==> src/rtl/arb_pkg.sv <==
// Shared definitions for the round-robin grant arbiter.
//   arb_state_e : arbiter FSM state (IDLE / GRANT)
//   rr_pick     : behavioural round-robin pick, scanning ptr+1, ptr+2, ... (mod n)
//   onehot      : index to one-hot vector
// NMAX bounds the vector width the helper functions can handle.
package arb_pkg;

  typedef enum logic {
    IDLE  = 1'b0,
    GRANT = 1'b1
  } arb_state_e;

  localparam int unsigned NMAX = 32;

  // Returns the first set request after ptr (wrapping), or 0 when none is set.
  function automatic int rr_pick(input logic [NMAX-1:0] req, input int ptr, input int n);
    int  idx;
    bit  found;
    rr_pick = 0;
    found   = 1'b0;
    for (int k = 1; k <= n; k++) begin
      idx = (ptr + k) % n;
      if (!found && req[idx]) begin
        found   = 1'b1;
        rr_pick = idx;
      end
    end
  endfunction

  function automatic logic [NMAX-1:0] onehot(input int idx);
    onehot      = '0;
    onehot[idx] = 1'b1;
  endfunction

endpackage

==> src/rtl/rr_pick_comb.sv <==
// Combinational round-robin selector.
//   req_i : request vector
//   ptr_i : index of the last holder; scanning starts at ptr_i+1
//   sel_o : index of the selected requester (0 when none)
//   vld_o : at least one request is set
// The request vector is rotated so that position 0 corresponds to ptr_i+1,
// priority-encoded, and the winning position mapped back to a real index.
module rr_pick_comb #(
  parameter  int N  = 4,
  localparam int IW = (N > 1) ? $clog2(N) : 1
) (
  input  logic [N-1:0]  req_i,
  input  logic [IW-1:0] ptr_i,
  output logic [IW-1:0] sel_o,
  output logic          vld_o
);

  logic [IW-1:0] rot_idx [N];
  logic [N-1:0]  rot;

  // rot[gi] is the request that sits gi+1 places after the pointer.
  for (genvar gi = 0; gi < N; gi++) begin : g_rot
    assign rot_idx[gi] = IW'((int'(ptr_i) + 1 + gi) % N);
    assign rot[gi]     = req_i[rot_idx[gi]];
  end

  always_comb begin
    logic found;
    found = 1'b0;
    sel_o = '0;
    for (int i = 0; i < N; i++) begin
      if (!found && rot[i]) begin
        found = 1'b1;
        sel_o = rot_idx[i];
      end
    end
  end

  assign vld_o = |req_i;

endmodule

==> src/rtl/rr_grant_arbiter.sv <==
// Round-robin grant arbiter: resolves N level requests to a single one-hot
// holder, keeps the grant until DONE, request drop, or the hold limit.
//   clk_i       : rising-edge clock
//   rst_i       : synchronous active-high reset
//   req_i       : per-requester request, held until served
//   done_i      : holder releases the grant (1-cycle pulse)
//   any_o       : combinational OR of req_i
//   gnt_o       : registered one-hot grant, zero when idle
//   gnt_vld_o   : registered, high while a grant is held
//   gnt_id_o    : registered holder index, zero when idle
//   timeout_o   : registered 1-cycle pulse on a hold-limit release
// Every release passes through one IDLE cycle before re-arbitration, and the
// released holder becomes the pointer so it has lowest priority next time.
module rr_grant_arbiter
  import arb_pkg::*;
#(
  parameter  int N        = 4,
  parameter  int HOLD_MAX = 16,
  localparam int IW       = (N > 1) ? $clog2(N) : 1,
  localparam int CW       = $clog2(HOLD_MAX + 1)
) (
  input  logic          clk_i,
  input  logic          rst_i,
  input  logic [N-1:0]  req_i,
  input  logic          done_i,
  output logic          any_o,
  output logic [N-1:0]  gnt_o,
  output logic          gnt_vld_o,
  output logic [IW-1:0] gnt_id_o,
  output logic          timeout_o
);

  arb_state_e    state_q, state_d;
  logic [IW-1:0] ptr_q, ptr_d;
  logic [CW-1:0] hold_q, hold_d;
  logic [N-1:0]  gnt_q, gnt_d;
  logic [IW-1:0] id_q, id_d;
  logic          vld_q, vld_d;
  logic          to_q, to_d;

  logic [IW-1:0] pick_sel;
  logic          pick_vld;
  logic [N-1:0]  pick_oh;
  logic          holder_req;
  logic          hold_limit;

  rr_pick_comb #(.N(N)) u_pick (
    .req_i (req_i),
    .ptr_i (ptr_q),
    .sel_o (pick_sel),
    .vld_o (pick_vld)
  );

  for (genvar gi = 0; gi < N; gi++) begin : g_oh
    assign pick_oh[gi] = (pick_sel == IW'(gi));
  end

  assign any_o      = pick_vld;
  assign holder_req = req_i[id_q];
  assign hold_limit = (hold_q == CW'(HOLD_MAX - 1));

  always_comb begin
    state_d = state_q;
    ptr_d   = ptr_q;
    hold_d  = hold_q;
    gnt_d   = gnt_q;
    id_d    = id_q;
    vld_d   = vld_q;
    to_d    = 1'b0;
    case (state_q)
      IDLE: begin
        if (pick_vld) begin
          gnt_d   = pick_oh;
          id_d    = pick_sel;
          vld_d   = 1'b1;
          hold_d  = '0;
          state_d = GRANT;
        end
      end
      GRANT: begin
        if (done_i || !holder_req || hold_limit) begin
          gnt_d   = '0;
          vld_d   = 1'b0;
          id_d    = '0;
          ptr_d   = id_q;
          state_d = IDLE;
          // Only the hold limit alone counts as a forced release.
          to_d    = !done_i && holder_req;
        end else if (hold_q != CW'(HOLD_MAX)) begin
          hold_d = hold_q + CW'(1);
        end
      end
      default: state_d = IDLE;
    endcase
  end

  always_ff @(posedge clk_i) begin
    if (rst_i) begin
      state_q <= IDLE;
      ptr_q   <= IW'(N - 1);
      hold_q  <= '0;
      gnt_q   <= '0;
      id_q    <= '0;
      vld_q   <= 1'b0;
      to_q    <= 1'b0;
    end else begin
      state_q <= state_d;
      ptr_q   <= ptr_d;
      hold_q  <= hold_d;
      gnt_q   <= gnt_d;
      id_q    <= id_d;
      vld_q   <= vld_d;
      to_q    <= to_d;
    end
  end

  assign gnt_o     = gnt_q;
  assign gnt_vld_o = vld_q;
  assign gnt_id_o  = id_q;
  assign timeout_o = to_q;

endmodule

==> config.mk <==
export PLATFORM = sky130hd
export DESIGN_NAME = rr_grant_arbiter
export DESIGN_NICKNAME = d
export VERILOG_FILES = /design/src/rtl/arb_pkg.sv /design/src/rtl/rr_pick_comb.sv /design/src/rtl/rr_grant_arbiter.sv
export SDC_FILE = /design/constraint.sdc
export NUM_CORES = 1
export LEC_CHECK = 0
export CORE_AREA = 2 2 43 55
export CTS_BUF_LIST = sky130_fd_sc_hd__clkbuf_16
export DETAILED_ROUTE_END_ITERATION = 16
export DIE_AREA = 0 0 45 57
export GPL_ROUTABILITY_DRIVEN = 0
export PLACE_DENSITY_LB_ADDON = 0.12
export SYNTH_ARGS = -nofsm -noshare
export SYNTH_HDL_FRONTEND = slang
export SYNTH_SLANG_ARGS = --single-unit
export TNS_END_PERCENT = 1
==> constraint.sdc <==
create_clock -name clk_i -period 2.05 [get_ports clk_i]
set_input_delay 0.41 -clock clk_i [delete_from_list [all_inputs] [get_ports clk_i]]
set_output_delay 0.41 -clock clk_i [all_outputs]
set_load 0.005 [all_outputs]
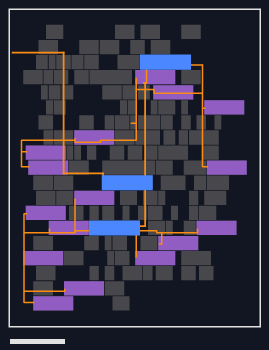
*Clock network drawn from the DEF, run 1*
The bar under the picture is 10 um long.
- flip-flops: purple (count 16)
- clock drivers: blue (count 3)
- clock wires: orange (length 227 um)
- routed clock nets: 4

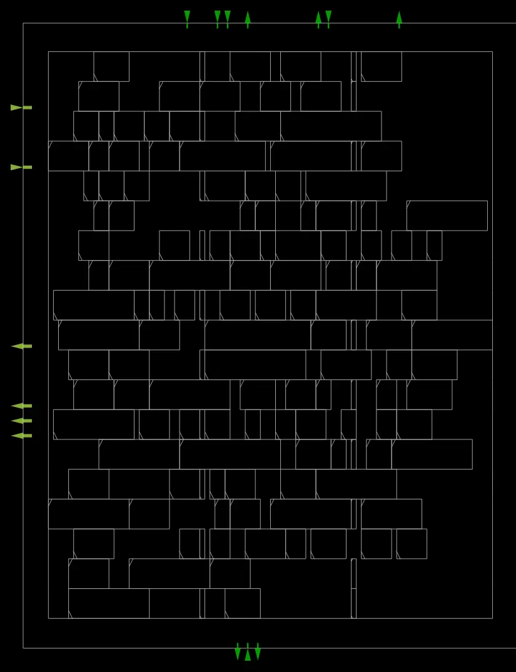
*Placement view, run 1*
Well-Tap Cells: 21
flop share of the area: 25.3%
flip-flops: 16
final core area utilization: 60.5%

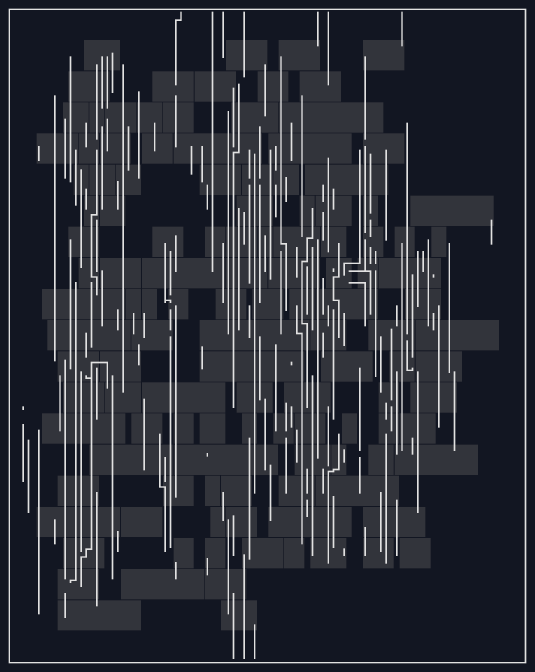
*Met2 routing, run 1*
- main direction: vertical
- nets with wire on the layer: 123
final wirelength: 2170 um
global-route met2 utilization: 30.0%
total via count after detailed routing: 851

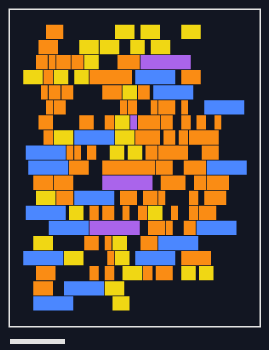
*Cells coloured by class, run 1*
The bar under the picture is 10 um long.
- combinational and other logic: orange (cells 77; share of their area 47%)
- clock drivers and dummy loads: purple (cells 4; share of their area 6.4%)
- remaining buffers and delay cells: yellow (cells 29; share of their area 21%)
- sequential cells: blue (cells 16; share of their area 26%)

==> notes.md, run 1 <==
Notes on the physical design

The share of total power dissipated in combinational logic is a little over a fifth. The clock-pin slew reported for the worst setup and hold paths after clock tree synthesis is around 0.050 ns. The DRC violation total left in the routed layout is recorded as 0. The final critical-path share of the clock period is a little over nine tenths. For this run the aggregate overflow at the end of global routing stands at 0. The setup-violating endpoint count in the final report is 0. The leakage dissipation is around 0.00048 uW. The later pin in the worst-skew pair is clocked with a latency of around 0.25 ns. The switching component of the power is approximately 240 uW.

For this configuration, the core starts out at a cell density of 41.4%. The first global-routing pass estimated between 3000 and 4000 um of wire. The flow ran to the end, and the final reports show no timing, DRC or antenna violations. The worst setup path is captured at an output pin.

In the synthesized netlist the async set-or-reset flop fraction comes to 0%. The floorplan step defined a die boundary enclosing 2570 um2. In this run the worst hold path is classified as reg2reg. The number of warnings printed during yosys synthesis is 0. The count of standard-cell rows is 19. The number of global-route vias before repair is about 800. A synthesized cell averages ~9.1 um2.

The number of CTS-inserted buffers is 3.
-- run 1: state kept, by name, summed over array words and instances (netlist names) --
signal / flops
gnt_id_o: 2
gnt_o: 4
gnt_vld_o: 1
hold_q: 5
ptr_q: 2
state_q: 1
timeout_o: 1
-- run 1: per-layer routing --
metal / GRT usage, % / up-vias / routed length [um]
li1: - / 430 / -
met1: 22.8 / 401 / 917
met2: 30.0 / 13 / 1140
met3: 3.16 / 7 / 48
met4: 11.3 / 0 / 72
met5: 0 / - / 0
-- run 1: path summary, 6_finish.rpt --
path             start        end  slack, ns  depth (start not counted)
max           req_i[2]      any_o       0.04                          5
min           gnt_o[3]   gnt_o[3]       0.46                          1
max reg2reg  hold_q[0]  hold_q[0]       0.08                          7
min reg2reg   gnt_o[3]   gnt_o[3]       0.46                          1
-- run 1: through the flow --
| stage | hold slack (ns) | setup slack (ns) |
|---|---|---|
| detailed placement | 0.460 | -0.188 |
| global placement | 0.452 | -0.141 |
| finish | 0.463 | 0.0415 |
| global route | 0.472 | -0.0256 |
| floorplan | 0.450 | 0.0239 |
| CTS | 0.467 | -0.0544 |
-- run 1: critical path: stages --
cell and delay [ns]:
sky130_fd_sc_hd__clkdlybuf4s50_1 0.41, sky130_fd_sc_hd__buf_4 0.16, sky130_fd_sc_hd__nor4_4 0.26, sky130_fd_sc_hd__inv_1 0.09, sky130_fd_sc_hd__dlygate4sd2_1 0.27
-- run 1: layout make-up --
type	count	area share (%)
clock buffer	3	5.93
clock inverter	1	0.297
inverter	6	1.78
multi-input combinational	71	44.5
sequential	16	25.3
tap	21	2.08
timing repair buffer	29	20.1
-- run 1: cells by family (layout without fill, tap and decap cells) --
group	Yosys count	count (layout)	synth area share [%]
AND/OR/NAND/NOR	30	30	21.5
buffers and inverters	9	39	4.77
multiplexers	4	4	4.77
AND-OR/OR-AND	33	34	27.6
flip-flops	16	16	37.0
adder cells (fa/ha/maj)	3	3	4.34
-- run 1: power by group through the flow --
| stage | Sequential (uW) | Clock [uW] | Combinational (uW) |
|---|---|---|---|
| global route | 363 | 396 | 224 |
| detailed placement | 366 | 0 | 184 |
| finish | 360 | 380 | 205 |
| global placement | 365 | 0 | 181 |
| CTS | 359 | 389 | 184 |
| floorplan | 359 | 0 | 103 |
-- run 1: repair_timing --
| item | 4_1_cts | 5_1_grt |
|---|---|---|
| setup endpoints to repair | 5 | 15 |
| buffers inserted | 0 | 1 |
| gates resized | 1 | 11 |
| pin swaps | 1 | 4 |
| gates cloned | 0 | 1 |
==> inputs of run 2 (changes only) <==
--- a/config.mk
+++ b/config.mk
@@ -5,12 +5,14 @@
 export SDC_FILE = /design/constraint.sdc
 export NUM_CORES = 1
 export LEC_CHECK = 0
-export CORE_AREA = 2 2 43 55
+export CORE_AREA = 2 2 45 58
 export CTS_BUF_LIST = sky130_fd_sc_hd__clkbuf_16
+export CTS_CLUSTER_SIZE = 10
 export DETAILED_ROUTE_END_ITERATION = 16
-export DIE_AREA = 0 0 45 57
+export DIE_AREA = 0 0 47 60
 export GPL_ROUTABILITY_DRIVEN = 0
 export PLACE_DENSITY_LB_ADDON = 0.12
+export REMOVE_ABC_BUFFERS = 1
 export SYNTH_ARGS = -nofsm -noshare
 export SYNTH_HDL_FRONTEND = slang
 export SYNTH_SLANG_ARGS = --single-unit
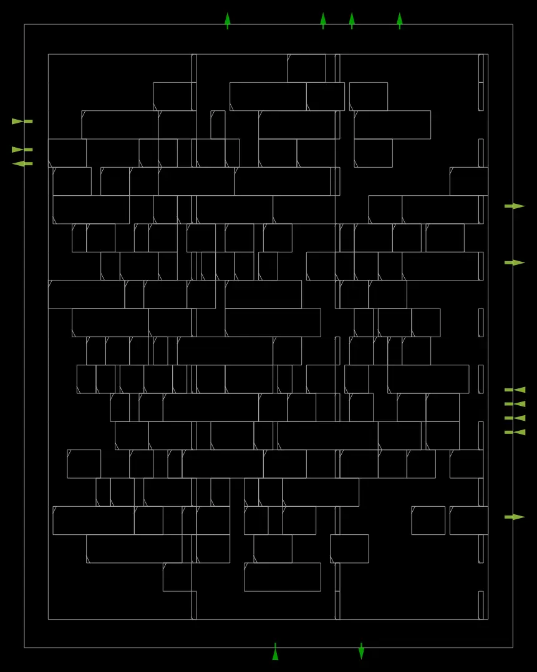
*Placement view, run 2*
filler-free cell count of the finished design: 166
Filler Cells Inserted: 219
std cell rows: 20

==> run 2 against run 1 <==
Clock skew increased by 0.0012 ns. Via count grew 2.5%. Critical endpoint is now hold_q[2]. Critical path type is now reg2reg. Largest cell class unchanged. Wire length down 2.2%.
==> notes.md, run 2 <==
Notes on the physical design

The most frequent cell on the critical path is sky130_fd_sc_hd__ha_4. Looking at the VDD voltage map, the peak drop is 0.587 mV. For the final database, setup skew stands at 0.00204 ns. The number of global-route vias before repair was 842 (+6.0%). The final critical-path share of the clock period is 98.8% (+0.78 points). The slowest cell on the critical path is sky130_fd_sc_hd__or3_4. The core occupancy in the finished layout is 58.5% (-2.0 points). The total via count in the routed design was 872 (+2.5%). For reference, the critical path cell chain is ha_4 -> and3_4 -> ha_4 -> or3_4 -> a2bb2oi_4 -> buf_6 -> or3_1 -> a21oi_1. The number of warnings printed during yosys synthesis is 0 (unchanged). The average size of a mapped cell is 9.11 um2 (unchanged). The clock latency on the worst-skew pair came to 0.25 ns (about the same).

The design area is around 1300 um2. The area of the die is 2820 um2 (+9.9%). The number of flip-flops under the largest register name was 5 (unchanged).

Counting flops per register, the top entry is hold_q. The post-synthesis instance area is between 800 and 900 um2. The critical path is of the reg2reg type. For this sky-water flow run, the detailed-routed wirelength per cell is reported as between 10 and 15 um. For this run, the total global-route usage over all layers was measured as between 10% and 20%. The worst stage delay on the critical path is 0.37 ns (-0.04 ns).

The post-route DRC violation count is 0 (unchanged). Dividing total power by cell area gives a power density of just over 700 nW/um2. The leakage dissipation came to 0.000518 uW (+9.0%).

Pin placement for this block handled 16 I/O pins. The async set-reset flop share out of synthesis is 0% (unchanged). The global-route wire length before repair came to 3510 um (-0.57%). The final wirelength is 2130 um (-2.2%). The number of CTS-inserted buffers came to 3 (unchanged).

The floorplan utilization came to 37.6% (-3.8 points). The total grt overflow came to 0 (unchanged). The clock-pin slew reported for the worst setup and hold paths after clock tree synthesis came to 0.05 ns (about the same). The path type of the worst min-delay path is reg2reg.

The endpoint class of the critical path is a flop. The number of diodes is 0. The first-iteration detailed-routing DRC count is 13.

Looking at the clock tree report, the H-tree level count equals 1. The maximum clock insertion buffer count is 2. The flow ran to the end, and the final reports show no timing, DRC or antenna violations. The number of antenna violations at the first check in global routing came to 0. The setup-violating endpoint count in the final report was 0 (unchanged).
run 2: cell count changes in the layout (fill, tap and decap cells not counted), moves of 3 or more:
cell                              previous run  this run
sky130_fd_sc_hd__a21oi_2                     3         0
sky130_fd_sc_hd__buf_4                      14        20
sky130_fd_sc_hd__clkdlybuf4s50_1            14        11
sky130_fd_sc_hd__dlygate4sd2_1               1         4
run 2: timing repair:
item | in CTS | in global routing
pin swaps | 2 | 9
endpoints found under the setup margin | 4 | 13
resized | 13 | 4
setup buffers | 2 | 1
run 2: kinds of logic (layout without fill, tap and decap cells):
kind of cell             count (synthesis)  count (layout)  share of synthesized area [%]
buffers and inverters                    9              47                           4.77
multiplexers                             4               4                           4.77
AND-OR/OR-AND                           33              33                           27.6
flip-flops                              16              16                           37.0
AND/OR/NAND/NOR                         30              30                           21.5
adder cells (fa/ha/maj)                  3               3                           4.34
run 2: through the flow:
step	hold WS, ns	total power (uW)	std cells	worst slack [ns]
floorplan	0.450	453	92	0.0643
global placement	0.457	562	159	-0.155
detailed placement	0.461	565	159	-0.153
CTS	0.473	968	165	0.00268
global route	0.493	1010	166	-0.0421
finish	0.467	961	166	0.0256
run 2: report_power, final:
| group | internal (uW) | switching, uW | leakage (uW) | total (uW) |
|---|---|---|---|---|
| logic | 125 | 90.6 | 0.000348 | 216 |
| registers | 335 | 26.2 | 0.000132 | 361 |
| clock network | 259 | 125 | 0.0000385 | 384 |
| total | 719 | 242 | 0.000518 | 961 |
run 2: worst paths after layout:
check	from	endpoint	slack, ns	cells after the start
worst min-delay path	gnt_o[2]	gnt_o[2]	0.47	1
worst max-delay path	hold_q[0]	hold_q[2]	0.03	8
worst max register to register	hold_q[0]	hold_q[2]	0.03	8
worst min register to register	gnt_o[2]	gnt_o[2]	0.47	1
run 2: per-layer routing:
metal	GRT usage (%)	vias up	wire [um]
li1	-	441	-
met1	19.4	403	942
met2	30.3	22	1060
met3	3.93	6	74
met4	9.13	0	48
met5	0	-	0
run 2: area by class of cell:
cell class                 count  share of cell area (%)
multi-input combinational     70                    41.8
sequential                    16                    24.0
timing repair buffer          37                    23.6
clock buffer                   3                    5.58
tap                           33                    3.07
inverter                       6                    1.67
clock inverter                 1                   0.279
run 2: worst max-delay path, delay by kind of cell, from the launching register on:
kind	cells	cell delay, ns
simple gates	3	0.88
flops	1	0.33
fa+ha+maj	2	0.31
compound gates	2	0.31
buf+inv	1	0.13
==> inputs of run 3 (changes only) <==
--- a/config.mk
+++ b/config.mk
@@ -13,6 +13,7 @@
 export GPL_ROUTABILITY_DRIVEN = 0
 export PLACE_DENSITY_LB_ADDON = 0.12
 export REMOVE_ABC_BUFFERS = 1
+export SKIP_LAST_GASP = 1
 export SYNTH_ARGS = -nofsm -noshare
 export SYNTH_HDL_FRONTEND = slang
 export SYNTH_SLANG_ARGS = --single-unit
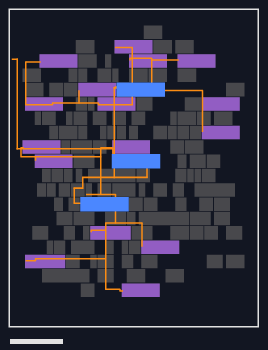
*Clock network drawn from the DEF, run 3*
The bar under the picture is 10 um long.
- clock drivers: blue (count 3)
- flip-flops: purple (count 16)
- clock wires: orange (length 245 um)
- routed clock nets: 4
clk latency late pin: 0.25 ns
Clk power: 387 uW
final clock skew: 0.00306 ns

==> run 3 against run 2 <==
Combinational power hardly changed. Critical path depth is the same. Register-to-register slack about the same. Area after synthesis is the same. Fmax barely moved. Die size unchanged. Cell area is 0.56% lower. Clock skew grew 0.0010 ns. Critical path type unchanged. Critical endpoint unchanged.
==> notes.md, run 3 <==
Notes on the physical design

The CTS H-tree depth is 1 (unchanged). The endpoint class of the critical path is a flop. The sequential fraction of design power came to 37.5% (about the same). The global-route usage over all layers is 17.5% (-0.12 points). The cell class contributing the biggest share of worst-path delay is simple AND/OR/NAND/NOR gates. The number of buffer and inverter instances along the worst setup path is 1 (unchanged).

The global-route wire length before repair is 3480 um (-1.0%). The post-synthesis instance area is 866 um2 (unchanged). The total via count in the routed design is 885 (+1.5%). The clock-pin slew reported for the worst setup and hold paths after clock tree synthesis is 0.05 ns (about the same). The largest register by flop count is hold_q. The switching component of the power is 244 uW (+0.66%). Walking the worst path, the cells encountered are ha_4 -> and3_4 -> ha_4 -> or3_4 -> a2bb2oi_4 -> buf_6 -> or3_1 -> a21oi_1. The run finished with clean final reports.

The post-route DRC violation count came to 0 (unchanged). The power density over cell area was 719 nW/um2 (+0.66%). The final critical-path share of the clock period is 98.7% (about the same). The startpoint of the worst-slack reg-to-reg timing path is hold_q[0].

STA shows the worst min-delay path finishing at gnt_o[2]. The area of the die came to 2820 um2 (unchanged). The number of diodes is 0 (unchanged). The worst reg-to-reg setup slack was 0.03 ns (about the same).

The setup-violating endpoint count in the final report is 0 (unchanged). The slowest cell on the critical path is sky130_fd_sc_hd__or3_4. The routed length per placed instance is 13.0 um (+1.9%).

The number of CTS-inserted buffers is 3 (unchanged). The switching part of the total came to 25.3% (+0.14 points). The origin of the worst min-delay path is gnt_o[2]. The power share of the combinational group is 22.3% (about the same). The number of global-route vias before repair is 842 (unchanged). The count of standard-cell rows came to 20 (unchanged). The endpoint of the most critical register-to-register path is hold_q[2]. The floorplan utilization is 37.6% (unchanged). The average size of a mapped cell came to 9.11 um2 (unchanged).

The leakage dissipation came to 0.000517 uW (-0.24%). The maximum clock insertion buffer count is 2 (unchanged). The hold path depth is 1 (unchanged). The number of primary I/O pins is 16 (unchanged). Counting stages on the worst path, the most repeated cell is sky130_fd_sc_hd__ha_4. The number of flip-flops under the largest register name is 5 (unchanged).

The number of antenna violations at the first check in global routing is 0 (unchanged). The first-iteration detailed-routing DRC count came to 11 (-2). The number of warnings printed during yosys synthesis came to 0 (unchanged).

The path type of the worst min-delay path is reg2reg. The final wirelength is 2170 um (+1.9%). The internal power of the cells came to 719 uW (about the same).

The async set-reset flop share out of synthesis was 0% (unchanged).
run 3: worst max path at each step:
stage               startpoint         to  slack (ns)  cells past startpoint
floorplan            hold_q[0]  hold_q[0]        0.06                      7
global placement      req_i[1]      any_o       -0.15                      4
detailed placement    req_i[1]   ptr_q[0]       -0.15                      6
CTS                  hold_q[0]  hold_q[3]       -0.02                      8
global route         hold_q[0]  hold_q[2]       -0.04                      8
finish               hold_q[0]  hold_q[2]        0.03                      8
run 3: power by group through the flow:
stage	Combinational, uW	Clock [uW]	Sequential [uW]
after floorplan	90.7	0	362
after global placement	195	0	366
after detailed placement	198	0	367
after CTS	216	391	361
after global routing	236	404	365
final	215	387	361
run 3: cell families after synthesis:
kind of cell               after synthesis  synth area share (%)
AOI/OAI and AO/OA                       33                  27.6
adders and majority gates                3                  4.34
buffers and inverters                    9                  4.77
DFF                                     16                  37.0
muxes                                    4                  4.77
and+or+nand+nor                         30                  21.5
run 3: repair_timing:
action | in CTS | in global routing
hold endpoints to repair | 0 | 0
resized | 12 | 4
setup buffers | 2 | 1
cloned | 0 | 0
pin swaps | 2 | 8
endpoints found under the setup margin | 4 | 14
run 3: worst reg2reg max path, delay by kind of cell (launching register included):
kind                     cells  cell delay, ns
AND/OR/NAND/NOR              3            0.88
flip-flops                   1            0.33
adder cells (fa/ha/maj)      2            0.31
AND-OR/OR-AND                2            0.31
buffers and inverters        1            0.13
run 3: layout make-up:
cell class	count	area, um2	area share, %
Clock buffer	3	75.1	5.61
Clock inverter	1	3.75	0.280
Inverter	6	22.5	1.68
Multi-Input combinational cell	70	556	41.5
Sequential cell	16	323	24.1
Tap cell	33	41.3	3.08
Timing Repair Buffer	37	318	23.7
run 3: per-stage QoR:
stage,worst slack (ns),cells,instance area (um2),total power (uW),util [%]
after floorplan,0.0643,92,847,453,-
after global placement,-0.155,159,1180,562,51.3
after detailed placement,-0.153,159,1180,565,51.3
after CTS,-0.0170,165,1310,967,56.7
after global routing,-0.0409,166,1340,1000,58.2
final,0.0262,166,1340,962,58.2
run 3: routing by layer:
metal / wire length (um) / up-vias / track usage [%] / part of all wire, %
li1: - / 438 / - / -
met1: 941 / 418 / 19.2 / 43
met2: 1080 / 23 / 29.9 / 50
met3: 83 / 6 / 3.93 / 3.8
met4: 57 / 0 / 9.52 / 2.6
met5: 0 / - / 0 / 0

## Gallery

Gate-type map.
(a)
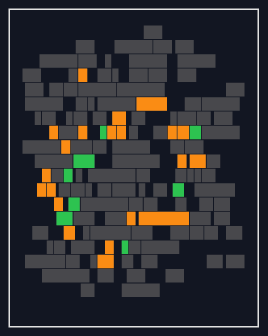
(b)
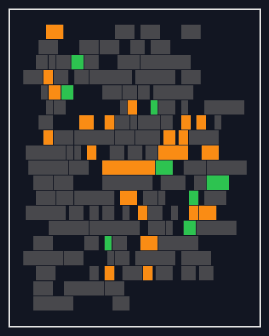
| picture | from |
|---|---|
| (b) | run 1 |
| (a) | run 2 |

No activity file was given, so power comes from the tool's default toggle rates.
